--- src/rtl/conv_layer_sequencer.sv ---
// Sequences one conv-engine run, then drains OUT_COUNT result bytes onto a valid/ready stream.
// Optional WAIT_DONE watchdog is enabled by defining CONV_SEQ_TIMEOUT_EN.
//
// state      | meaning
// S_IDLE     | waiting for cmd_start after reset
// S_START    | eng_start pulse cycle
// S_WAIT_DONE| waiting for a rising edge on eng_done (watchdog runs here)
// S_FETCH    | eng_read_addr holds index, engine read in flight
// S_CAPTURE  | engine byte captured into the stream register
// S_HOLD     | byte offered downstream until m_ready
// S_DONE     | run finished, idle-equivalent
// S_ERR      | watchdog expired, idle-equivalent with sticky error
module conv_layer_sequencer #(
   parameter int unsigned OUT_COUNT = 21632,
   parameter int unsigned ADDR_W    = 32,
   parameter int unsigned DATA_W    = 8
`ifdef CONV_SEQ_TIMEOUT_EN
   ,
   parameter int unsigned TIMEOUT_CYCLES = 1000000
`endif
) (
   input  logic              clk,
   input  logic              resetn,
   input  logic              cmd_start,
   output logic              busy,
   output logic              eng_start,
   input  logic              eng_done,
   output logic [ADDR_W-1:0] eng_read_addr,
   input  logic [DATA_W-1:0] eng_read_data,
   output logic              m_valid,
   input  logic              m_ready,
   output logic [DATA_W-1:0] m_data,
   output logic              m_last,
   output logic              run_done,
   output logic              error
);

   localparam int unsigned IDX_W = (OUT_COUNT > 1) ? $clog2(OUT_COUNT) : 1;
   localparam logic [IDX_W-1:0] LAST_IDX = IDX_W'(OUT_COUNT - 1);

   typedef enum logic [2:0] {
      S_IDLE,
      S_START,
      S_WAIT_DONE,
      S_FETCH,
      S_CAPTURE,
      S_HOLD,
      S_DONE,
      S_ERR
   } state_t;

   state_t           state;
   logic [IDX_W-1:0] index;
   logic             done_q;
   logic             done_rise;

   assign done_rise = eng_done && !done_q;

`ifdef CONV_SEQ_TIMEOUT_EN
   localparam int unsigned TO_W = $clog2(TIMEOUT_CYCLES + 1);
   logic [TO_W-1:0] wd_cnt;
   logic            err_q;
   assign error = err_q;
`else
   assign error = 1'b0;
`endif

   always_ff @(posedge clk or negedge resetn) begin
      if (!resetn) begin
         state         <= S_IDLE;
         index         <= '0;
         done_q        <= 1'b0;
         busy          <= 1'b0;
         eng_start     <= 1'b0;
         eng_read_addr <= '0;
         m_valid       <= 1'b0;
         m_data        <= '0;
         m_last        <= 1'b0;
         run_done      <= 1'b0;
`ifdef CONV_SEQ_TIMEOUT_EN
         wd_cnt        <= '0;
         err_q         <= 1'b0;
`endif
      end else begin
         done_q    <= eng_done;
         eng_start <= 1'b0;
         run_done  <= 1'b0;
         case (state)
            S_IDLE, S_DONE, S_ERR: begin
               if (cmd_start) begin
                  state     <= S_START;
                  busy      <= 1'b1;
                  eng_start <= 1'b1;
                  index     <= '0;
`ifdef CONV_SEQ_TIMEOUT_EN
                  err_q     <= 1'b0;
                  wd_cnt    <= TO_W'(TIMEOUT_CYCLES - 1);
`endif
               end
            end
            S_START: state <= S_WAIT_DONE;
            S_WAIT_DONE: begin
               // only a fresh edge counts; a level left over from a prior run is ignored
               if (done_rise) begin
                  state         <= S_FETCH;
                  eng_read_addr <= ADDR_W'(index);
               end
`ifdef CONV_SEQ_TIMEOUT_EN
               else if (wd_cnt == '0) begin
                  state <= S_ERR;
                  err_q <= 1'b1;
                  busy  <= 1'b0;
               end else begin
                  wd_cnt <= wd_cnt - 1'b1;
               end
`endif
            end
            S_FETCH: state <= S_CAPTURE;
            S_CAPTURE: begin
               m_data  <= eng_read_data;
               m_valid <= 1'b1;
               m_last  <= (index == LAST_IDX);
               state   <= S_HOLD;
            end
            S_HOLD: begin
               if (m_ready) begin
                  m_valid <= 1'b0;
                  if (m_last) begin
                     m_last   <= 1'b0;
                     run_done <= 1'b1;
                     busy     <= 1'b0;
                     state    <= S_DONE;
                  end else begin
                     index         <= index + IDX_W'(1);
                     eng_read_addr <= ADDR_W'(index + IDX_W'(1));
                     state         <= S_FETCH;
                  end
               end
            end
            default: state <= S_IDLE;
         endcase
      end
   end

endmodule

--- config.mk ---
export PLATFORM = sky130hd
export DESIGN_NAME = conv_layer_sequencer
export DESIGN_NICKNAME = d
export VERILOG_FILES = /design/src/rtl/conv_layer_sequencer.sv
export SDC_FILE = /design/constraint.sdc
export NUM_CORES = 1
export LEC_CHECK = 0
export ABC_AREA = 1
export CAP_MARGIN = 5
export CORE_MARGIN = 3
export CORE_UTILIZATION = 54
export DETAILED_ROUTE_END_ITERATION = 10
export PLACE_DENSITY = 0.95
export SLEW_MARGIN = 10
export SYNTH_ARGS = -nofsm -noshare
export SYNTH_HDL_FRONTEND = slang
export SYNTH_SLANG_ARGS = --single-unit
--- constraint.sdc ---
create_clock -name clk -period 2.4 [get_ports clk]
set_input_delay 0.24 -clock clk [delete_from_list [all_inputs] [get_ports clk]]
set_output_delay 0.24 -clock clk [all_outputs]
set_load 0.01 [all_outputs]
run_1/clock_nets.png
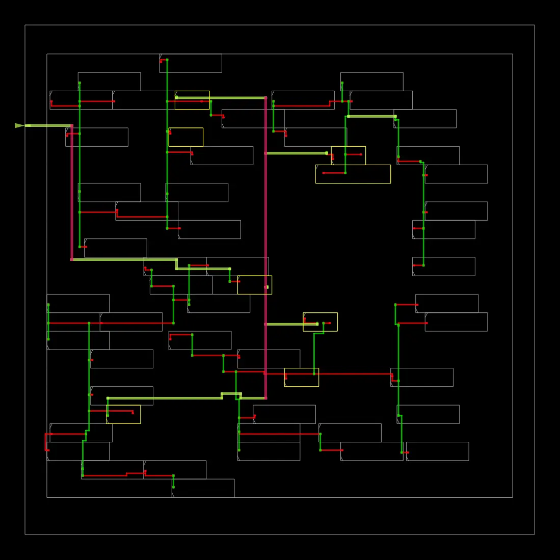
clkbuf count: 7
Clock Sinks: 48
Flops: 48

run_1/clock_wires.png
(8 px per um)
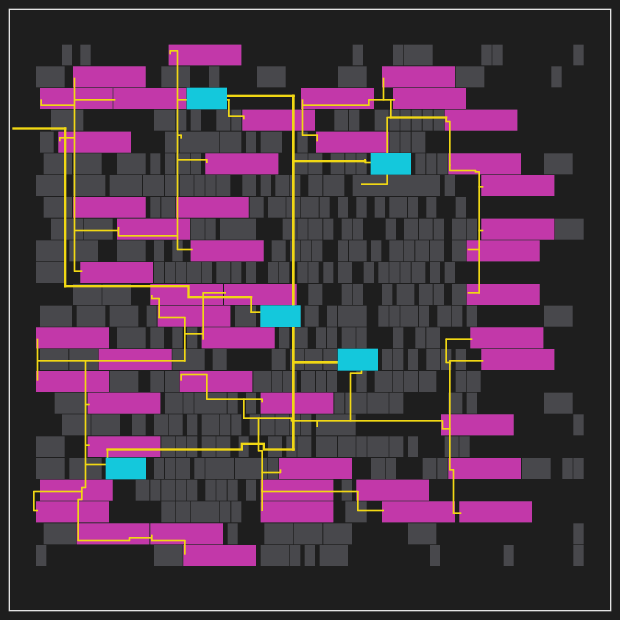
[yellow] clock wires | length: 550 um
[magenta] flip-flops | count: 48
[cyan] clock-net drivers | count: 5
routed clock nets	6
flops lie	spread over the die
clk_lat worst skew: 310 ps
clock power share: 0.211
P_clk: 0.637 mW
skew final: 9.74 ps

run_1/util_map.png
(4 px per um) The die is cut into 7 by 7 equal tiles; black is low, pale yellow is high, 0 to 100% covered.
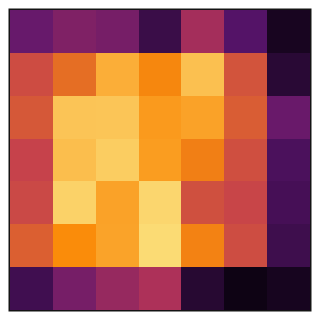
fullest tile	92%
tiles over 75% full	29%
mean over tiles	53%
Std-Cell Core Area: 4470 um2
Starting Density: 0.574
final design utilization: 0.685

run_1/class_map.png
(4 px per um) Fill, decap, tap and diode cells in gray.
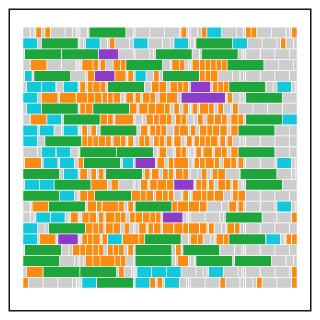
color	class	cells
cyan	remaining buffers and delay cells	44
purple	clock drivers and dummy loads	8
green	registers	48
orange	remaining logic cells	261
Seq area share: 0.392
Rows: 24
fin area: 3070 um2

==> Slide: Implementation Results, run 1 <==
Key Metrics from the Run

Placed design
  • Routability Congestion: 0.934
  • Placed cell area: 2930 um2
  • # port buffers: 41
  • Post-DP HPWL: 4110 um

Yosys
  • Count of cell types in the netlist: 27
  • #FFs+latches synth: 48
  • Syn Inst Count: 317
  • Adder share: 0.00487
  • Main area contributors: dfrtp_1 47%, nand2_1 11%, buf_4 5.6%, nand3_1 5.5%, nor2_1 4.1%
  • Avg Cell Area, Syn: 8.11 um2
  • Post-synth top cells: 76 x nand2_1, 48 x dfrtp_1, 28 x nand3_1, 28 x nor2_1, 25 x inv_1
  • Area fraction in compound gates: 0.110
  • Count leader, synth: nand2_1
  • Synthesized area: 2570 um2
  • XORs/XNORs by Area: 0
  • EDFF count, synth: 0
  • Share of the synthesized area in the top cell type: 0.467

Drt
  • # DRC: 0
  • Vias/cell: 5.34
  • WL/cell: 13.6 um

Die
  • Die W: 75.0 um
  • Die Span Y: 75.0 um

Layout
  • Diodes inserted: 0

Worst setup path
  • RR Startpoint: state[1]
  • WP data arrival: 2090 ps
  • Setup Crit Path Kind: flip-flop to flip-flop
  • Worst R2R End: eng_read_addr[15]

Timing
  • Tcrit/Tclk final: 0.792
  • Minimum clock period: 1900 ps
  • RSZ-0062 raised after global routing: no
  • PnR worst setup slack: 498 ps

Outcome
  • Status: completed

Clock tree
  • Num CTS Buffers: 5
  • Max Root-Sink Buffers: 2
  • Clock transition at path regs: 90 ps

Flow run
  • MaxCap Viol Count: 0

Global route
  • GRT Total Usage: 0.221
  • First-pass GRT wire length: 9470 um
-- run 1: cells in the final DEF (no fill, tap or decap), drive strengths merged, types with 6 or more instances in the layout --
cell,synthesis,layout
nand3,30,30
a21oi,11,11
dfrtp,48,48
o21ai,32,32
conb,1,17
nor2,32,32
clkbuf,0,7
nand2,81,81
inv,30,30
nand4,6,6
clkdlybuf4s50,0,40
mux2,8,8
-- run 1: registers in the layout (all words and copies together) (netlist names) --
| signal | cells |
|---|---|
| busy | 1 |
| state | 3 |
| eng_read_addr | 16 |
| m_data | 8 |
| run_done | 1 |
| index | 15 |
| m_valid | 1 |
| done_q | 1 |
| m_last | 1 |
| eng_start | 1 |
-- run 1: area by class of cell --
cell class                 instances  area, um2
inverter                          30        113
timing repair buffer              44        430
clock buffer                       7       96.3
sequential                        48       1200
multi-input combinational        231       1130
clock inverter                     1       30.0
tap                               52       65.1
fill                             348       1410
-- run 1: worst max-delay path by stage --
stage / start / to / slack (ps) / depth (start not counted)
2_1_floorplan: state[1] / eng_read_addr[8] / 1100 / 9
3_3_place_gp: state[1] / eng_read_addr[7] / 700 / 8
3_5_place_dp: state[1] / eng_read_addr[15] / 600 / 8
4_1_cts: state[1] / eng_read_addr[15] / 510 / 8
5_1_grt: state[1] / eng_read_addr[15] / 330 / 8
6_report: state[1] / eng_read_addr[15] / 500 / 8
-- run 1: stage by stage --
stage / std cells / hold slack, ps / power [mW]
5_1_grt: 413 / 397 / 3.22
6_report: 413 / 381 / 3.02
3_3_place_gp: 404 / 171 / 2.35
2_1_floorplan: 333 / -55.6 / 1.94
3_5_place_dp: 404 / 177 / 2.40
4_1_cts: 413 / 378 / 3.04
-- run 1: layer usage --
layer | GRT usage | wire [um] | share of wire
met3 | 0.0654 | 396 | 0.071
met1 | 0.272 | 2370 | 0.42
met2 | 0.371 | 2760 | 0.49
met5 | 0 | 0 | 0
met4 | 0.0731 | 83 | 0.015
-- run 1: cells by family after synthesis --
group,after synthesis
mux,8
simple gates,153
flops,48
other cells,1
fa+ha+maj,1
compound gates,52
buf+inv,54
-- run 1: what timing repair did --
| item | in CTS | in global routing |
|---|---|---|
| hold endpoints to repair | 16 | 0 |
| setup buffers | 0 | 0 |
| hold buffers | 1 | 0 |
| resized | 0 | 0 |
-- run 1: critical path: stages (launching register included) --
cell and delay [ps]:
dfrtp_1 430, inv_2 110, nand2_4 70, nor2_4 240, nand3_2 190, nand2_2 380, inv_1 180, nand2_1 100
o21ai_1 70
-- run 1: power by group --
group	switching, mW	total [mW]	leakage [nW]	internal, mW
registers	0.139	1.16	0.614	1.02
clock network	0.270	0.637	0.0645	0.368
logic	0.662	1.22	0.688	0.562
==> inputs of run 2 (changes only) <==
--- a/config.mk
+++ b/config.mk
@@ -8,9 +8,9 @@
 export ABC_AREA = 1
 export CAP_MARGIN = 5
 export CORE_MARGIN = 3
-export CORE_UTILIZATION = 54
+export CORE_UTILIZATION = 50
 export DETAILED_ROUTE_END_ITERATION = 10
-export PLACE_DENSITY = 0.95
+export PLACE_DENSITY = 0.92
 export SLEW_MARGIN = 10
 export SYNTH_ARGS = -nofsm -noshare
 export SYNTH_HDL_FRONTEND = slang
==> constraint.sdc (replaced) <==
create_clock -name clk -period 1.8 [get_ports clk]
set_input_delay 0.18 -clock clk [delete_from_list [all_inputs] [get_ports clk]]
set_output_delay 0.18 -clock clk [all_outputs]
set_load 0.01 [all_outputs]
run_2/class_map.png
(4 px per um) Fill, decap, tap and diode cells in gray.
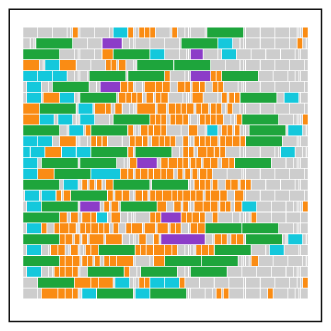
color	class	cells
green	registers	48
cyan	remaining buffers and delay cells	45
purple	clock drivers and dummy loads	8
orange	remaining logic cells	261
Std-Cell Core Area: 4850 um2
Seq area share: 0.387
fin area: 3100 um2
final design utilization: 0.640
Rows: 25

==> run 2 against run 1 <==
Utilization shrank 4.5 points. Clock power up 29%. Worst setup slack lost 310 ps. Sequential cell count unchanged. Wire length is 1.8% higher. Die size up 7.4%. Critical path depth unchanged. Sequential power rose by 34%. Critical path type unchanged. Critical endpoint is now m_last. Highest routed layer unchanged.
==> Slide: Implementation Results, run 2 <==
Key Metrics from the Run

Timing
  • Minimum clock period: 1610 ps (was 1900 ps)
  • Tcrit/Tclk final: 0.895 (was 0.792)
  • RSZ-0062 raised after global routing: no (unchanged)

Clock tree
  • Num CTS Buffers: 5 (unchanged)

Layout
  • Most instantiated logic cells after routing: 76 x nand2_1, 48 x dfrtp_1, 40 x clkdlybuf4s50_1, 28 x nor2_1, 28 x nand3_1 (unchanged)
  • Top Registers: eng_read_addr: 16 flops, index: 15 flops, m_data: 8 flops (unchanged)
  • Storage element area: 1200 um2 (unchanged)

Placed design
  • Routability Congestion: 0.933 (was 0.934)

Outcome
  • Status: completed (unchanged)

Yosys
  • #FFs+latches synth: 48 (unchanged)
  • EDFF count, synth: 0 (unchanged)
  • Synthesized area: 2570 um2 (unchanged)
  • Main area contributors: dfrtp_1 47%, nand2_1 11%, buf_4 5.6%, nand3_1 5.5%, nor2_1 4.1% (unchanged)
  • Avg Cell Area, Syn: 8.11 um2 (unchanged)
  • Share of the synthesized area in the top cell type: 0.467 (unchanged)
  • Area fraction in compound gates: 0.110 (unchanged)

Worst setup path
  • CP bufs+invs: 2 (unchanged)
  • Crit-path slowest cell: dfrtp_1 (unchanged)

Drt
  • Vias/cell: 5.26 (was 5.34)
  • WL/cell: 13.3 um (was 13.6 um)
run_2/clock_wires.png
(8 px per um)
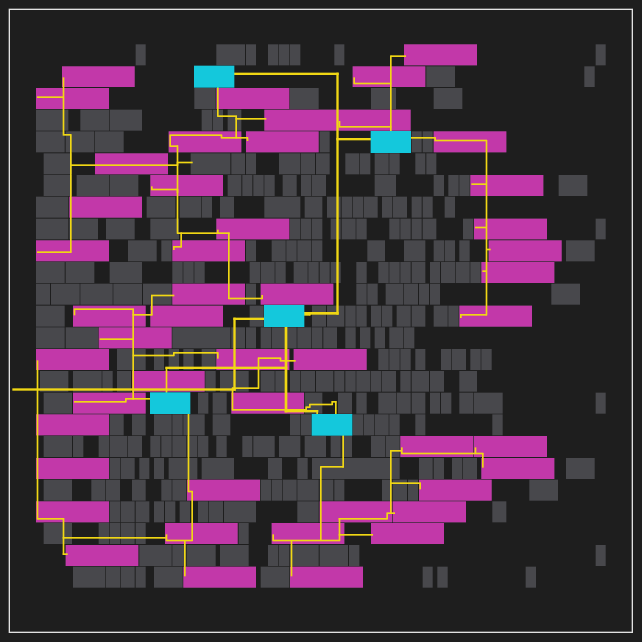
[cyan] clock-net drivers | count: 5
[yellow] clock wires | length: 548 um
[magenta] flip-flops | count: 48
flops lie	spread over the die
routed clock nets	6
clock power share: 0.204
P_clk: 0.823 mW
skew final: 12.3 ps

[run 2: cell count changes in the layout (fill, tap and decap cells not counted)]
cell,change
nand2_2,-1
clkinv_4,+1
buf_12,+1
clkbuf_8,-1
nand2_4,+1
[run 2: final cells by class]
class                      instances  share of cell area
clock inverter                     2              0.0125
clock buffer                       6              0.0266
multi-input combinational        231               0.366
timing repair buffer              45               0.145
tap                               67              0.0270
sequential                        48               0.387
inverter                          30              0.0363
[run 2: power breakdown]
group	total, mW	switching [mW]	internal, mW
clock network	0.823	0.369	0.454
registers	1.55	0.184	1.37
logic	1.67	0.907	0.758
[run 2: how the worst max path moves through the flow]
stage / start / end / slack [ps]
after floorplan: state[1] / eng_read_addr[8] / 500
after global placement: eng_done / eng_read_addr[15] / 240
after detailed placement: state[0] / eng_read_addr[7] / 120
after CTS: state[0] / eng_read_addr[7] / 90
after global routing: state[1] / eng_read_addr[10] / 20
final: state[1] / m_last / 190
[run 2: per-stage QoR]
step           setup slack, ps  std cells  hold WS, ps  power (mW)  cell area [um2]
3_3_place_gp               242        420          175        3.15             2970
6_report                   189        429          388        4.04             3100
3_5_place_dp               119        420          182        3.21             2970
4_1_cts                   92.1        429          382        4.04             3100
2_1_floorplan              499        333         -116        2.58             2630
5_1_grt                   21.4        429          394        4.31             3100
[run 2: logic make-up after synthesis]
logic type | count (synthesis)
other cells | 1
flops | 48
mux | 8
compound gates | 52
simple gates | 153
fa+ha+maj | 1
buf+inv | 54
[run 2: layer usage]
layer	share of wire	vias up	wire length, um	GRT usage
met5	0	-	0	0
met4	0.020	0	114	0.0783
met3	0.086	18	490	0.0661
met2	0.46	109	2640	0.316
met1	0.43	1047	2470	0.257
li1	-	1083	-	-
[run 2: what timing repair did]
item,CTS,global route
hold buffers,1,0
resized,0,1
setup endpoints to repair,0,7
hold endpoints to repair,21,0
[run 2: worst reg2reg max path, cell delays in order (launching register included)]
cell     delay [ps]
dfrtp_1         420
inv_2            80
nand2_4         100
inv_1            70
nand2_1         340
nand2_1         130
nor3_1          170
nand3_1         100
o21ai_0         120
==> inputs of run 3 (changes only) <==
--- a/config.mk
+++ b/config.mk
@@ -8,9 +8,11 @@
 export ABC_AREA = 1
 export CAP_MARGIN = 5
 export CORE_MARGIN = 3
-export CORE_UTILIZATION = 50
+export CORE_UTILIZATION = 52
+export CTS_BUF_LIST = sky130_fd_sc_hd__clkbuf_4 sky130_fd_sc_hd__clkbuf_8
 export DETAILED_ROUTE_END_ITERATION = 10
-export PLACE_DENSITY = 0.92
+export PLACE_DENSITY = 0.94
+export SETUP_SLACK_MARGIN = 0.4
 export SLEW_MARGIN = 10
 export SYNTH_ARGS = -nofsm -noshare
 export SYNTH_HDL_FRONTEND = slang
run_3/util_map.png
(4 px per um) The die is cut into 8 by 8 equal tiles; black is low, pale yellow is high, 0 to 100% covered.
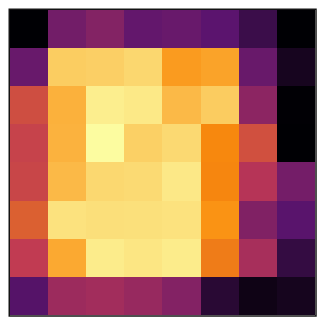
mean over tiles	57%
densest ninth of the die	center
tiles over 75% full	42%
nearly empty tiles	6.2%
fullest tile	99%
Std-Cell Core Area: 4560 um2
Starting Density: 0.563

==> run 3 against run 2 <==
First-iteration DRC count grew 130%. Non-clock buffer count grew 14. Total power grew 9.7%. Die size shrank 3.6%. Sequential share of layout area shrank 3.3 points. Synthesized cell count is the same. Utilization grew 10 points. Synthesized area is the same. Combinational power grew 31%. Critical path depth shrank 1. Sequential cell count is the same. Clock-buffer cell count is the same. Largest cell class is now multi-input combinational cells.
==> Slide: Implementation Results, run 3 <==
Key Metrics from the Run

Outcome
  • Status: completed (unchanged)

Yosys
  • Avg Cell Area, Syn: 8.11 um2 (unchanged)
  • Synthesized area: 2570 um2 (unchanged)
  • Share of the synthesized area in the top cell type: 0.467 (unchanged)

Placed design
  • Post-DP HPWL: 4240 um (was 4120 um)
  • Placed cell area: 2950 um2 (was 2970 um2)
  • # port buffers: 41 (unchanged)
  • Pre-CTS setup slack: 91.2 ps (was 119 ps)

Pwr
  • Internal power: 2.61 mW (was 2.58 mW)
  • NetSw: 1.82 mW (was 1.46 mW)
  • Switching share of power: 0.411 (was 0.362)

Layout
  • Diodes inserted: 0 (unchanged)
  • Fill cells: 285 (was 378)
  • Max FFs per register: 16 (unchanged)
  • Most instantiated logic cells after routing: 71 x nand2_1, 47 x dfrtp_1, 26 x nand3_1, 25 x nor2_1, 22 x inv_1 (was 76 x nand2_1, 48 x dfrtp_1, 40 x clkdlybuf4s50_1, 28 x nor2_1, 28 x nand3_1)
  • Top Registers: eng_read_addr: 16 flops, index: 15 flops, m_data: 8 flops (unchanged)

Timing
  • Minimum clock period: 1640 ps (was 1610 ps)
  • Final Hold Slack: 315 ps (was 388 ps)
  • PnR worst setup slack: 160 ps (was 189 ps)

Worst setup path
  • WP data arrival: 1870 ps (was 1820 ps)
  • Critical-path cell list: o21ai_1 > nand3_1 > nand2_2 > inv_4 > nand2_8 > nand2_1 > o21ai_1 (was inv_2 > nand2_4 > inv_1 > nand2_1 > nand2_1 > nor3_1 > nand3_1 > o21ai_0)

Clock tree
  • Num CTS Buffers: 5 (unchanged)
  • Clock Sinks: 48 (unchanged)
  • Clock transition at path regs: 90 ps (about the same)

Drt
  • # DRC: 0 (unchanged)
  • Vias/cell: 5.80 (was 5.26)
run_3/clock_wires.png
(8 px per um)
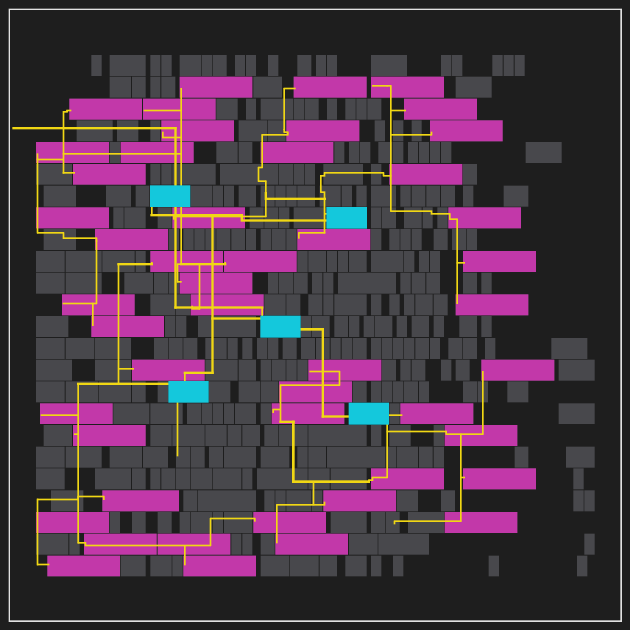
[cyan] clock-net drivers | count: 5
[magenta] flip-flops | count: 48
[yellow] clock wires | length: 587 um
flops lie	spread over the die
clock power share: 0.154
skew final: 6.20 ps
P_clk: 0.681 mW

run 3: cell types whose count changed in the layout (fill, tap and decap cells not counted), sizes merged, moves of 3 or more:
cell,previous run,this run
buf,4,18
clkdlybuf4s50,40,14
dlygate4sd2,0,6
dlymetal6s2s,0,20
nand2,81,84
run 3: power groups by stage:
stage	clock network, mW	registers (mW)	logic [mW]
floorplan	0	1.66	0.921
global placement	0	1.55	1.59
detailed placement	0	1.57	1.63
CTS	0.673	1.55	1.99
global route	0.734	1.59	2.33
finish	0.681	1.56	2.19
run 3: worst max-delay path, delay by kind of cell, from the launching register on:
kind / cells / cell delay (ps)
buffers and inverters: 1 / 90
DFF: 1 / 460
and+or+nand+nor: 4 / 600
AOI/OAI and AO/OA: 2 / 410
run 3: what timing repair did:
action / CTS / global route
pin swaps: 10 / 3
resized: 30 / 36
hold endpoints to repair: 13 / 0
endpoints found under the setup margin: 41 / 65
setup buffers: 9 / 5
hold buffers: 1 / 0
cloned: 3 / 0
run 3: worst paths after layout:
check | depth (start not counted) | from | slack, ps | endpoint
worst max-delay path | 7 | state[0] | 160 | index[4]
worst min-delay path | 2 | resetn | 320 | eng_read_addr[11]
worst max register to register | 7 | state[0] | 160 | index[4]
worst min register to register | 2 | eng_read_addr[9] | 490 | eng_read_addr[9]
max in group asynchronous | 3 | resetn | 900 | index[0]
min in group clk | 1 | eng_done | 460 | done_q
run 3: area by class of cell:
type | instances | area [um2] | area share
Clock buffer | 6 | 82.6 | 0.0243
Clock inverter | 2 | 10.0 | 0.00295
Inverter | 30 | 118 | 0.0346
Multi-Input combinational cell | 234 | 1290 | 0.380
Sequential cell | 48 | 1200 | 0.354
Tap cell | 65 | 81.3 | 0.0240
Timing Repair Buffer | 59 | 611 | 0.180
run 3: cell families after synthesis:
logic type,synth area share
compound gates,0.110
fa+ha+maj,0.00487
buf+inv,0.116
flops,0.467
mux,0.0351
other cells,0.00146
simple gates,0.265
run 3: per-stage QoR:
stage	utilization	power, mW
2_1_floorplan	-	2.58
3_3_place_gp	0.647	3.14
3_5_place_dp	0.647	3.21
4_1_cts	0.710	4.21
5_1_grt	0.744	4.66
6_report	0.744	4.43
run 3: metal layers:
metal,track usage,up-vias,part of all wire
met4,0.129,0,0.053
met5,0,-,0
li1,-,1122,-
met3,0.0733,58,0.10
met2,0.434,211,0.49
met1,0.283,1186,0.35
Power and IR drop assume default switching activity.
